==> config.mk <==
export PLATFORM = sky130hd
export DESIGN_NAME = demux_dispatch_ctrl
export DESIGN_NICKNAME = d
export VERILOG_FILES = /design/src/rtl/demux_ctrl_pkg.sv /design/src/rtl/demux_onehot_4.sv /design/src/rtl/demux_dispatch_ctrl.sv
export SDC_FILE = /design/constraint.sdc
export NUM_CORES = 1
export LEC_CHECK = 0
export CAP_MARGIN = 20
export CORE_UTILIZATION = 30
export DETAILED_ROUTE_END_ITERATION = 12
export DONT_BUFFER_PORTS = 1
export HOLD_SLACK_MARGIN = 0.05
export SETUP_SLACK_MARGIN = 0.15
export SYNTH_ARGS = -nofsm -noshare
export SYNTH_HDL_FRONTEND = slang
export SYNTH_SLANG_ARGS = --single-unit
==> constraint.sdc <==
create_clock -name clk -period 1.58 [get_ports clk]
set_input_delay 0.316 -clock clk [delete_from_list [all_inputs] [get_ports clk]]
set_output_delay 0.316 -clock clk [all_outputs]
set_load 0.1 [all_outputs]
==> src/rtl/demux_ctrl_pkg.sv <==
`default_nettype none
// ============================================================================
// Module : demux_ctrl_pkg
// Brief  : Shared types and sizes for the 1-to-4 demux dispatch controller.
// Rev    : 1.0  initial release
// ============================================================================
package demux_ctrl_pkg;

   localparam int N_CH  = 4;
   localparam int SEL_W = 2;

   typedef enum logic [0:0] {
      IDLE = 1'b0,
      HOLD = 1'b1
   } state_t;

endpackage
`default_nettype wire

==> src/rtl/demux_onehot_4.sv <==
`default_nettype none
// ============================================================================
// Module : demux_onehot_4
// Brief  : Combinational 2-bit select plus valid to 4-bit one-hot channel valid.
// Rev    : 1.0  initial release
// ============================================================================
module demux_onehot_4
   import demux_ctrl_pkg::*;
(
   input  logic [SEL_W-1:0] i_sel,
   input  logic             i_valid,
   output logic [N_CH-1:0]  o_onehot
);

   always_comb begin
      o_onehot = '0;
      if (i_valid) o_onehot[i_sel] = 1'b1;
   end

endmodule
`default_nettype wire

==> src/rtl/demux_dispatch_ctrl.sv <==
`default_nettype none
// ============================================================================
// Module : demux_dispatch_ctrl
// Brief  : Valid/ready dispatcher holding one word and steering it to one of
//          four channels (explicit select or round-robin).
// Config : DEMUX_STATS_EN builds per-channel saturating delivery counters.
// Rev    : 1.0  initial release
// ============================================================================
module demux_dispatch_ctrl
   import demux_ctrl_pkg::*;
#(
   parameter int DATA_W = 8,
   parameter int CNT_W  = 16
) (
   input  logic                  clk,
   input  logic                  rst,
   input  logic                  in_valid,
   output logic                  in_ready,
   input  logic [DATA_W-1:0]     in_data,
   input  logic [SEL_W-1:0]      in_sel,
   input  logic                  mode,
   input  logic                  flush,
   output logic [N_CH-1:0]       out_valid,
   input  logic [N_CH-1:0]       out_ready,
   output logic [DATA_W-1:0]     out_data,
   output logic                  busy,
   output logic [N_CH*CNT_W-1:0] stat_cnt
);

   state_t             r_state;
   state_t             w_next;
   logic [SEL_W-1:0]   r_dst;
   logic [SEL_W-1:0]   r_rr_ptr;
   logic [DATA_W-1:0]  r_data;
   logic               w_accept;
   logic               w_deliver;
   logic               w_dst_ready;

   assign w_dst_ready = out_ready[r_dst];
   assign w_accept    = in_valid & in_ready;
   assign out_data    = r_data;

   always_ff @(posedge clk or posedge rst) begin
      if (rst) r_state <= IDLE;
      else     r_state <= w_next;
   end

   // flush overrides both delivery and a new accept in the same cycle
   always_comb begin
      w_next = r_state;
      if (flush) begin
         w_next = IDLE;
      end else begin
         case (r_state)
            IDLE:    if (w_accept) w_next = HOLD;
            HOLD:    if (w_deliver && !w_accept) w_next = IDLE;
            default: w_next = IDLE;
         endcase
      end
   end

   always_comb begin
      busy      = (r_state == HOLD);
      in_ready  = !rst && !flush && ((r_state == IDLE) || w_dst_ready);
      w_deliver = busy && w_dst_ready && !flush;
   end

   always_ff @(posedge clk or posedge rst) begin
      if (rst) begin
         r_data   <= '0;
         r_dst    <= '0;
         r_rr_ptr <= '0;
      end else if (w_accept) begin
         r_data <= in_data;
         r_dst  <= mode ? r_rr_ptr : in_sel;
         if (mode) r_rr_ptr <= r_rr_ptr + 1'b1;
      end
   end

   demux_onehot_4 u_onehot (
      .i_sel    (r_dst),
      .i_valid  (busy),
      .o_onehot (out_valid)
   );

`ifdef DEMUX_STATS_EN
   for (genvar g = 0; g < N_CH; g++) begin : g_stat
      logic [CNT_W-1:0] r_cnt;
      always_ff @(posedge clk or posedge rst) begin
         if (rst)
            r_cnt <= '0;
         else if (w_deliver && (r_dst == SEL_W'(g)) && (r_cnt != '1))
            r_cnt <= r_cnt + 1'b1;
      end
      assign stat_cnt[g*CNT_W +: CNT_W] = r_cnt;
   end
`else
   assign stat_cnt = '0;
`endif

endmodule
`default_nettype wire

==> reports/metrics.csv, run 1 <==
stage;metric;value;unit
critical_path;Crit path largest cell delay;0.41;ns
synthesis;largest area contributor in the netlist;buf_4;
sta;fin crit period;1.81;ns
sta;RSZ-0062 raised after global routing;true;
pwr;Seq pwr share;0.200;
routing;DRT met1 WL;603;um
sta;FMAX;553;MHz
place;Routability Congestion;0.705;
cts;Max clock buf depth;2;
synthesis;ys cells;112;
routing;DRT iter0 DRCs;2;
pwr;total chip power;2510;uW
routing;metal2 WL;904;um
sta;cycle use final;1.14;
synthesis;yosys simple share;0.0625;
synthesis;mapped cell area;1140;sq um
final_layout;Final Cell Area;1300;sq um
sta;final hold vios;0;
cts;Worst-path clk slew;0.05;ns
critical_path;crit end category;output pin;
final_layout;Diodes inserted;0;
synthesis;syn_area_per_cell;10.2;sq um
die;fp_density;0.312;
synthesis;sequential element share of the synthesized area;0.285;
cts;CTS tree;done;
critical_path;Buf+Inv Stages, Crit Path;1;
routing;WL met3;189;um
cts;Worst-Skew Late Latency;0.23;ns
critical_path;nature of the critical path startpoint;flip-flop;
final_layout;fill cell total of the finished layout;400;
cts;clock sink total;13;
global_route;vias in the first global route;529;
cts;TritonCTS buffer count;3;
routing;Via-to-Cell Ratio;3.35;
routing;Routed WL;1700;um
pwr;LEAKAGE;0.000681;uW
place;Buffers on Ports;0;
pwr;Sw Share;0.608;
pwr;VDD IR max;0.411;mV
critical_path;required time of the critical path;1.26;ns
cts;Root Buffer Master;clkbuf_8;
global_route;global-route wire length before repair;2480;um
synthesis;share of flip-flops with an asynchronous set or reset;1.00;
sta;Slew Limit Fails;0;
die;Ports;97;
synthesis;most common cell in the synthesized netlist;buf_4;
flow_run;Max-Cap Viols;0;
die;core area;3660;sq um
synthesis;Mux area share;0.169;
die;Die H;63.7;um
routing;DR WL/cell;9.07;um
place;dpl cell area;1180;sq um
routing;DR DRC count;1;
critical_path;crit path DAT;1.49;ns
run_status;status;finished with violations;
run_status;failing checks;DRC, setup timing;
sta;Fin Hold WS;0.142;ns
synthesis;yosys xor share;0.0154;
die;Rows;22;
synthesis;Yosys Chip Area;1140;sq um
global_route;GRT overflow;0;
sta;# setup viols final;13;
critical_path;CP max FO;3;
synthesis;top cells, area;buf_4, dfrtp_1, mux2_4;
place;HPWL Detailed;1300;um
critical_path;Crit path max-delay family;flip-flops;
final_layout;share of layout cells above drive strength 1;0.360;
sta;final worst setup slack;-0.227;ns
==> run 1: power by group through the flow <==
stage / Combinational [uW] / Clock [uW] / Sequential, uW
after global routing: 1760 / 306 / 513
after CTS: 1670 / 299 / 506
after detailed placement: 1640 / 0 / 507
after floorplan: 1120 / 0 / 927
final: 1720 / 287 / 501
after global placement: 1630 / 0 / 500
==> run 1: area by class of cell <==
class	count	area (sq um)	share of cell area
Clock buffer	4	45.0	0.0346
Inverter	2	7.51	0.00577
Multi-Input combinational cell	96	602	0.463
Sequential cell	13	329	0.253
Tap cell	48	60.1	0.0462
Timing Repair Buffer	24	256	0.197
==> run 1: worst register-to-register path, stage by stage, from the launching register on <==
cell and delay [ns]:
dfrtp_1 0.41, mux2_4 0.32, o22a_4 0.23, buf_4 0.14
and3_2 0.26, mux2_4 0.31
==> run 1: worst paths after layout <==
kind                       slack, ns  cells after the start                    start                      end
max                            -0.23                      4     r_dst[0]$_DFFE_PP0N_                 in_ready
min                             0.14                      1                    flush           busy$_DFF_PP0_
max reg2reg                    -0.21                      5     r_dst[0]$_DFFE_PP0N_  out_data[5]$_DFFE_PP0N_
min reg2reg                     0.47                      1  r_rr_ptr[1]$_DFFE_PP0P_  r_rr_ptr[1]$_DFFE_PP0P_
max in group asynchronous       0.85                      3                      rst           busy$_DFF_PP0_
min in group asynchronous       0.55                      3                      rst  r_rr_ptr[1]$_DFFE_PP0P_
==> run 1: through the flow <==
step	setup TNS [ns]	instances	setup slack [ns]
4_1_cts	-2.06	184	-0.239
3_5_place_dp	-0.353	177	-0.0477
6_report	-1.87	187	-0.227
5_1_grt	-2.33	187	-0.256
2_1_floorplan	-3.11	175	-0.260
3_3_place_gp	-0.122	177	-0.0260
==> run 1: kinds of logic after synthesis <==
group	count (synthesis)
buffers and inverters	67
multiplexers	14
flip-flops	13
AND/OR/NAND/NOR	13
AND-OR/OR-AND	2
XOR/XNOR	2
other	1
==> run 1: sequential cells by signal, indices dropped and copies added (netlist names) <==
signal and flops:
busy 1, out_data 8, r_dst 2, r_rr_ptr 2
==> run 1: placed cells by master (no fill, tap or decap), types with 2 or more instances in the layout <==
cell / n
buf_12: 5
buf_4: 15
buf_6: 3
clkbuf_8: 3
conb_1: 64
dfrtp_1: 12
inv_1: 2
mux2_4: 11
mux2i_1: 2
nor2_4: 4
xnor2_1: 2
==> run 1: metal layers <==
layer / vias to the layer above / track usage
met1: 292 / 0.0801
met5: - / 0
met4: 0 / 0.0426
met3: 0 / 0.0236
li1: 283 / -
met2: 52 / 0.142
==> run 1: repair_timing <==
| action | CTS | global route |
|---|---|---|
| gates resized | 6 | 2 |
| hold buffers | 1 | 0 |
| endpoints found under the setup margin | 15 | 17 |
| setup buffers | 1 | 3 |
| endpoints found under the hold margin | 13 | 0 |
| pin swaps | 5 | 4 |
| cloned | 1 | 0 |
Run 1, sequential cells grouped by signal name:
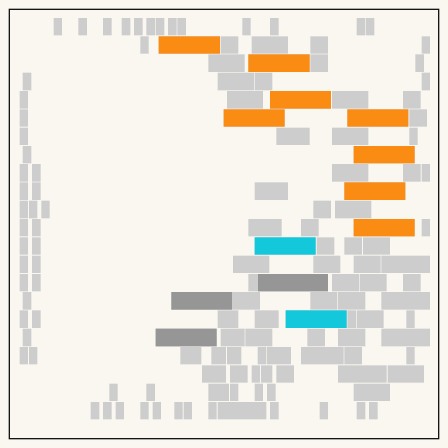
name in the netlist	colour	flops
out_data	orange	8
r_dst	cyan	2
not coloured	3
Core Util, Final: 0.355
register area: 329 sq um
Seq group: 501 uW
Seq/total area: 0.253

Run 1, the clock network:
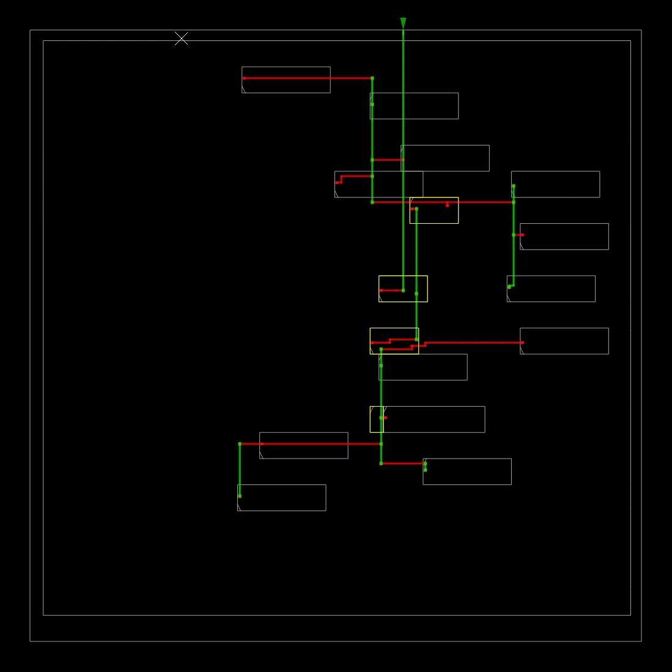
seq_cells: 13
worst clock skew: 0.00150 ns

Run 1, signal wires by layer:
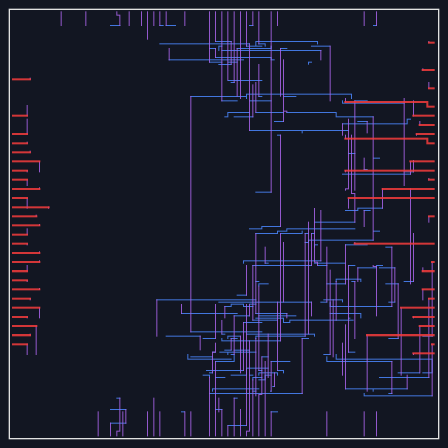
layer	colour	wire length
M1	blue	604 um
M3	red	190 um
M2	purple	904 um
total number of vias: 627
total global-route track usage: 0.0788

Run 1, gate families picked out:
Bar = 20 um.
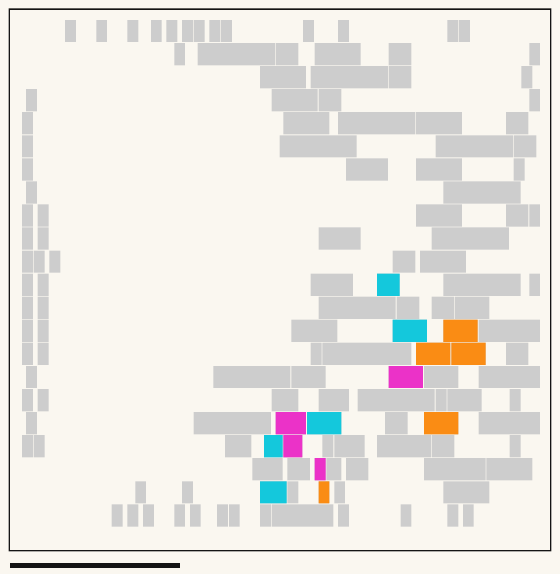

--- run 2 (diff from run 1) ---
--- a/config.mk
+++ b/config.mk
@@ -10,6 +10,7 @@
 export DETAILED_ROUTE_END_ITERATION = 12
 export DONT_BUFFER_PORTS = 1
 export HOLD_SLACK_MARGIN = 0.05
+export PLACE_DENSITY = 0.41
 export SETUP_SLACK_MARGIN = 0.15
 export SYNTH_ARGS = -nofsm -noshare
 export SYNTH_HDL_FRONTEND = slang
Run 2, gate families picked out:
Bar = 20 um.
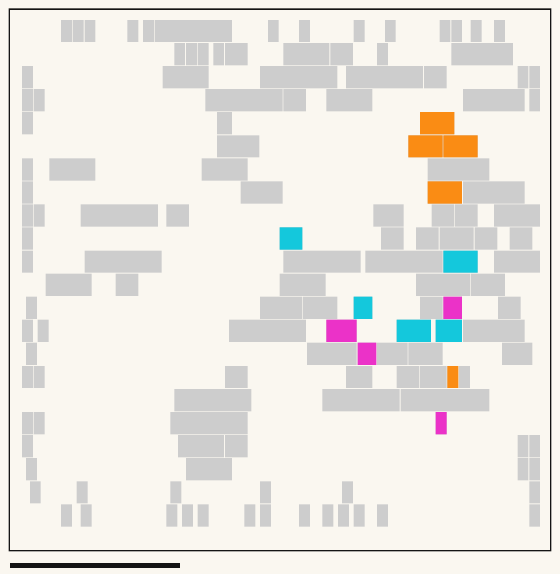
family	colour	cells
nor cells	orange	5
and/or cells	cyan	5
nand cells	magenta	4
Post-Layout Cell Count: 188
most numerous logic cell after layout: conb_1

==> run 2 against run 1 <==
  * The flow still finishes with violations (DRC, setup timing)
  * Worst setup slack got worse by 0.0055 ns
  * Hold slack got worse by 0.027 ns
  * First-iteration DRC count increased to 5.0 times the previous value
  * Critical path type unchanged
  * Critical endpoint unchanged
  * Largest cell class unchanged
  * Highest routed layer unchanged
==> reports/metrics.csv, run 2 <==
stage;metric;value;unit;change
run_status;status;finished with violations;;unchanged
run_status;failing checks;DRC, setup timing;;unchanged
place;Buffers on Ports;0;;unchanged
place;HPWL Detailed;1350;um;was 1300 um
cts;clock sink total;13;;unchanged
global_route;vias in the first global route;538;;was 529
pwr;VDD IR max;0.503;mV;was 0.411 mV
flow_run;Max-Cap Viols;0;;unchanged
critical_path;required time of the critical path;1.26;ns;about the same
synthesis;sequential element share of the synthesized area;0.285;;unchanged
routing;DR DRC count;1;;unchanged
critical_path;crit end category;output pin;;unchanged
synthesis;mapped cell area;1140;sq um;unchanged
synthesis;share of flip-flops with an asynchronous set or reset;1.00;;unchanged
sta;worst clock skew;0.00434;ns;was 0.00150 ns
die;Die H;63.7;um;unchanged
critical_path;reg-to-reg slack, setup;-0.21;ns;about the same
die;core area;3660;sq um;unchanged
critical_path;crit path DAT;1.50;ns;was 1.49 ns
cts;Worst-Skew Late Latency;0.24;ns;was 0.23 ns
synthesis;most common cell in the synthesized netlist;buf_4;;unchanged
final_layout;share of layout cells above drive strength 1;0.393;;was 0.360
routing;Via-to-Cell Ratio;3.35;;about the same
global_route;global-route wire length before repair;2760;um;was 2480 um
die;fp_density;0.312;;unchanged
cts;TritonCTS buffer count;3;;unchanged
die;Rows;22;;unchanged
sta;final worst setup slack;-0.233;ns;was -0.227 ns
cts;Max clock buf depth;2;;unchanged
final_layout;most instantiated logic cells after routing;conb_1, buf_4, dfrtp_1;;unchanged
critical_path;nature of the critical path startpoint;flip-flop;;unchanged
cts;Worst-path clk slew;0.06;ns;was 0.05 ns
routing;total number of vias;629;;was 627
routing;DR WL/cell;9.86;um;was 9.07 um
pwr;Sw Share;0.606;;was 0.608
routing;Routed WL;1850;um;was 1700 um
pwr;LEAKAGE;0.000679;uW;was 0.000681 uW
sta;# setup viols final;15;;was 13
synthesis;ys cells;112;;unchanged
Run 2, sequential cells grouped by signal name:
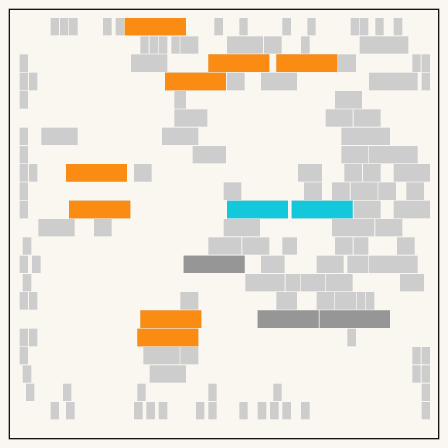
name in the netlist	colour	flops
r_dst	cyan	2
out_data	orange	8
Core Util, Final: 0.360
Seq group: 505 uW
Seq/total area: 0.250

run 2: cell counts after synthesis:
Identical to the previous run, type by type.
run 2: final cells by class:
type,instances,area [sq um]
Multi-Input combinational cell,96,608
Timing Repair Buffer,25,264
Clock buffer,3,41.3
Tap cell,48,60.1
Clock inverter,1,5.00
Sequential cell,13,329
Fill cell,371,2340
Inverter,2,11.3
run 2: what timing repair did:
item | 4_1_cts | 5_1_grt
buffers inserted | 2 | 2
pin swaps | 5 | 5
cloned | 1 | 0
hold buffers | 1 | 0
endpoints found under the hold margin | 13 | 0
endpoints found under the setup margin | 15 | 18
gates resized | 6 | 4
run 2: power by group through the flow:
stage | Sequential [uW] | Clock [uW] | Combinational (uW)
6_report | 505 | 298 | 1760
4_1_cts | 501 | 319 | 1710
3_3_place_gp | 501 | 0 | 1640
3_5_place_dp | 503 | 0 | 1650
5_1_grt | 519 | 335 | 1810
2_1_floorplan | 927 | 0 | 1120
run 2: metrics by stage:
step | hold WS, ns | instance area, sq um | total power, uW
floorplan | 0.201 | 1410 | 2050
global placement | 0.244 | 1190 | 2140
detailed placement | 0.246 | 1190 | 2150
CTS | 0.114 | 1280 | 2530
global route | 0.101 | 1320 | 2670
finish | 0.114 | 1320 | 2570
run 2: worst paths after layout:
path,startpoint,end,cells after the start
setup reg to reg,r_dst[0]$_DFFE_PP0N_,out_data[4]$_DFFE_PP0N_,5
hold reg to reg,r_rr_ptr[1]$_DFFE_PP0P_,r_rr_ptr[1]$_DFFE_PP0P_,1
max in group asynchronous,rst,busy$_DFF_PP0_,3
hold / removal,flush,busy$_DFF_PP0_,1
min in group asynchronous,rst,busy$_DFF_PP0_,3
setup / recovery,r_dst[0]$_DFFE_PP0N_,in_ready,4
run 2: kinds of logic after synthesis:
logic type             Yosys count  share of synthesized area
AND-OR/OR-AND                    2                     0.0197
XOR/XNOR                         2                     0.0154
buffers and inverters           67                      0.445
flip-flops                      13                      0.285
multiplexers                    14                      0.169
other                            1                    0.00329
AND/OR/NAND/NOR                 13                     0.0625
run 2: worst reg2reg max path, cell delays in order, from the launching register on:
cell	delay, ns
dfrtp_1	0.42
mux2_4	0.32
o22a_4	0.22
buf_4	0.14
and3_2	0.26
mux2_4	0.31
run 2: per-layer routing:
layer,wire [um],track usage,vias to the layer above
li1,-,-,285
met1,730,0.110,289
met2,921,0.148,55
met3,202,0.0344,0
met4,0,0.0341,0
met5,0,0,-
Run 2, pin placement:
Pins as bars across the die edge, other pins in grey.
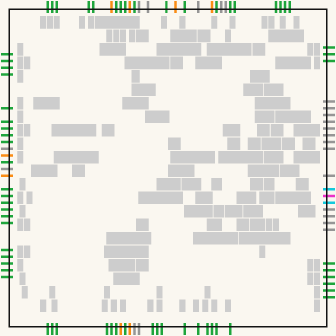

--- run 3 (diff from run 2) ---
--- a/config.mk
+++ b/config.mk
@@ -11,7 +11,9 @@
 export DONT_BUFFER_PORTS = 1
 export HOLD_SLACK_MARGIN = 0.05
 export PLACE_DENSITY = 0.41
-export SETUP_SLACK_MARGIN = 0.15
+export SETUP_SLACK_MARGIN = 0.4
+export SLEW_MARGIN = 20
 export SYNTH_ARGS = -nofsm -noshare
 export SYNTH_HDL_FRONTEND = slang
+export SYNTH_HIERARCHICAL = 1
 export SYNTH_SLANG_ARGS = --single-unit
Run 3, pin placement:
Pins as bars across the die edge, other pins in grey.
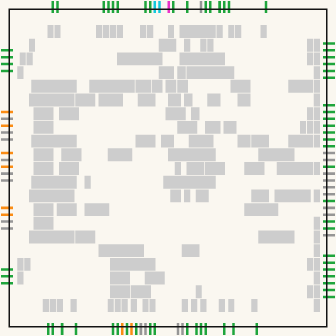
port	colour	pins	direction	edge
in_data	orange	8	input	6 left, 2 bottom
stat_cnt	green	64	output	24 right, 17 bottom, 16 top, 7 left
mode	magenta	1	input	top
in_sel	cyan	2	input	top
all pins by edge	33 right, 23 bottom, 21 left, 20 top
Die H: 62.8 um
Buffers on Ports: 0
DIE WIDTH: 62.8 um

==> run 3 against run 2 <==
  * Critical endpoint is now out_valid[1]
  * Sequential power decreased by 4.0%
  * The flow finishes with violations (setup timing)
  * Critical path depth increased by 1
  * Synthesized cell count decreased by 0.89%
  * Final area decreased by 1.9%
==> reports/metrics.csv, run 3 <==
stage;metric;value;unit;change
run_status;status;finished with violations;;unchanged
run_status;failing checks;setup timing;;was DRC, setup timing
synthesis;Yosys Chip Area;1110;sq um;was 1140 sq um
synthesis;Registers, synthesis;13;;unchanged
final_layout;logic area;559;sq um;was 608 sq um
final_layout;share of layout cells above drive strength 1;0.348;;was 0.393
cts;Worst-Skew Late Latency;0.23;ns;was 0.24 ns
sta;final worst setup slack;-0.215;ns;was -0.233 ns
die;core area;3440;sq um;was 3660 sq um
critical_path;crit end category;output pin;;unchanged
cts;Max clock buf depth;2;;unchanged
critical_path;crit path DAT;1.48;ns;was 1.50 ns
final_layout;most numerous logic cell after layout;conb_1;;unchanged
global_route;global-route wire length before repair;2370;um;was 2760 um
sta;# setup viols final;7;;was 15
die;fp_density;0.322;;was 0.312
cts;TritonCTS buffer count;3;;unchanged
global_route;vias in the first global route;569;;was 538
synthesis;top cells, area;buf_4, dfrtp_1, mux2_2;;was buf_4, dfrtp_1, mux2_4
place;dpl cell area;1150;sq um;was 1190 sq um
sta;final hold vios;0;;unchanged
global_route;GRT overflow;0;;unchanged
routing;DR DRC count;0;;was 1
synthesis;Post-synth EDFFs;0;;unchanged
routing;Routed WL;1580;um;was 1850 um
pwr;Seq pwr share;0.209;;was 0.197
flow_run;Max-Cap Viols;0;;unchanged
cts;CTS tree;done;;unchanged
synthesis;share of flip-flops with an asynchronous set or reset;1.00;;unchanged
cts;Worst-path clk slew;0.05;ns;was 0.06 ns
critical_path;Crit path largest cell delay;0.43;ns;was 0.42 ns
critical_path;Crit path max-delay family;buffers and inverters;;was flip-flops
sta;fin crit period;1.80;ns;was 1.81 ns
critical_path;required time of the critical path;1.26;ns;about the same
synthesis;ys cells;111;;was 112
sta;worst clock skew;0.000995;ns;was 0.00434 ns
synthesis;most common cell in the synthesized netlist;buf_4;;unchanged
place;Routability Congestion;0.676;;was 0.678
final_layout;Final Cell Area;1290;sq um;was 1320 sq um
synthesis;largest area contributor in the netlist;buf_4;;unchanged
sta;Slew Limit Fails;0;;unchanged
critical_path;CP max FO;4;;was 3
pwr;LEAKAGE;0.000661;uW;was 0.000679 uW
synthesis;sequential element share of the synthesized area;0.294;;was 0.285
synthesis;syn_area_per_cell;9.98;sq um;was 10.2 sq um
sta;RSZ-0062 raised after global routing;true;;unchanged
die;Rows;21;;was 22
pwr;VDD IR max;0.757;mV;was 0.503 mV
pwr;Sw Share;0.608;;was 0.606
cts;Root Buffer Master;clkbuf_8;;unchanged
sta;FMAX;557;MHz;was 552 MHz
routing;Via-to-Cell Ratio;3.44;;was 3.35
final_layout;most instantiated logic cells after routing;conb_1, buf_6, dfrtp_1;;was conb_1, buf_4, dfrtp_1
synthesis;mapped cell area;1110;sq um;was 1140 sq um
routing;total number of vias;633;;was 629
cts;clock sink total;13;;unchanged
die;Ports;97;;unchanged
final_layout;Diodes inserted;0;;unchanged
place;placed cell count;175;;was 178
routing;DRT iter0 DRCs;12;;was 10
Run 3, sequential cells grouped by signal name:
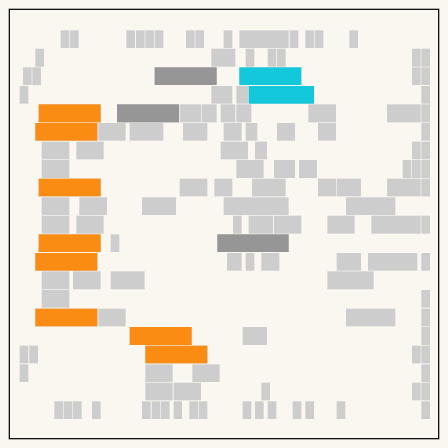
name in the netlist	colour	flops
out_data	orange	8
r_dst	cyan	2
not coloured	3
Seq group: 485 uW
Core Util, Final: 0.376
register area: 330 sq um

run 3: netlist changes by cell type in the layout (fill, tap and decap cells not counted), sizes merged, moves of 2 or more:
cell   previous run  this run
and3              3         1
mux2i             2         4
nor2              5         1
and3b             0         2
a31oi             0         2
mux2             12         8
run 3: cells by family after synthesis:
kind of cell / Yosys count / share of synthesized area
AOI/OAI and AO/OA: 6 / 0.0531
xor gates and xnor gates: 2 / 0.0158
buffers and inverters: 66 / 0.442
DFF: 13 / 0.294
muxes: 12 / 0.118
other: 1 / 0.00339
and+or+nand+nor: 11 / 0.0746
run 3: what timing repair did:
item | in CTS | in global routing
hold buffers | 1 | 0
pin swaps | 3 | 1
buffers inserted | 2 | 2
resized | 7 | 9
endpoints found under the hold margin | 13 | 0
endpoints found under the setup margin | 18 | 26
run 3: path summary, 6_finish.rpt:
| check | from | endpoint | cells after the start | slack, ns |
|---|---|---|---|---|
| worst min-delay path | flush | busy$_DFF_PP0_ | 1 | 0.14 |
| min in group asynchronous | rst | busy$_DFF_PP0_ | 3 | 0.55 |
| worst min register to register | r_rr_ptr[1]$_DFFE_PP0P_ | r_rr_ptr[1]$_DFFE_PP0P_ | 1 | 0.47 |
| worst max-delay path | r_dst[1]$_DFFE_PP0N_ | out_valid[1] | 5 | -0.22 |
| max in group asynchronous | rst | busy$_DFF_PP0_ | 3 | 0.85 |
| worst max register to register | busy$_DFF_PP0_ | r_rr_ptr[1]$_DFFE_PP0P_ | 7 | -0.05 |
run 3: worst reg2reg max path: cells and delay by family, from the launching register on:
| family | cells | cell delay [ns] |
|---|---|---|
| AOI/OAI and AO/OA | 1 | 0.30 |
| DFF | 1 | 0.48 |
| buffers and inverters | 3 | 0.35 |
| and+or+nand+nor | 2 | 0.26 |
| xor gates and xnor gates | 1 | 0.14 |
run 3: area by class of cell:
class	count	share of cell area
Multi-Input combinational cell	95	0.432
Sequential cell	13	0.255
Timing Repair Buffer	25	0.230
Tap cell	46	0.0445
Clock buffer	4	0.0348
Inverter	1	0.00290
run 3: per-layer routing:
| layer | up-vias | part of all wire | GRT usage |
|---|---|---|---|
| li1 | 287 | - | - |
| met1 | 292 | 0.31 | 0.0684 |
| met2 | 54 | 0.56 | 0.152 |
| met3 | 0 | 0.13 | 0.0347 |
| met4 | 0 | 0 | 0.0349 |
| met5 | - | 0 | 0 |
run 3: power groups by stage:
stage / clock, uW / combinational, uW / sequential (uW)
2_1_floorplan: 0 / 1000 / 864
3_3_place_gp: 0 / 1470 / 481
3_5_place_dp: 0 / 1470 / 481
4_1_cts: 301 / 1500 / 478
5_1_grt: 315 / 1600 / 495
6_report: 283 / 1550 / 485
run 3: through the flow:
step           setup TNS [ns]  hold slack (ns)  power [uW]  setup slack (ns)
3_5_place_dp           -0.889            0.245        1950            -0.108
5_1_grt                 -1.97            0.122        2410            -0.267
2_1_floorplan          -11.75            0.201        1870            -0.930
6_report               -0.978            0.136        2320            -0.215
3_3_place_gp           -0.587            0.244        1950           -0.0736
4_1_cts                -0.735            0.126        2280            -0.239
Power is estimated from default activity; no workload was simulated.
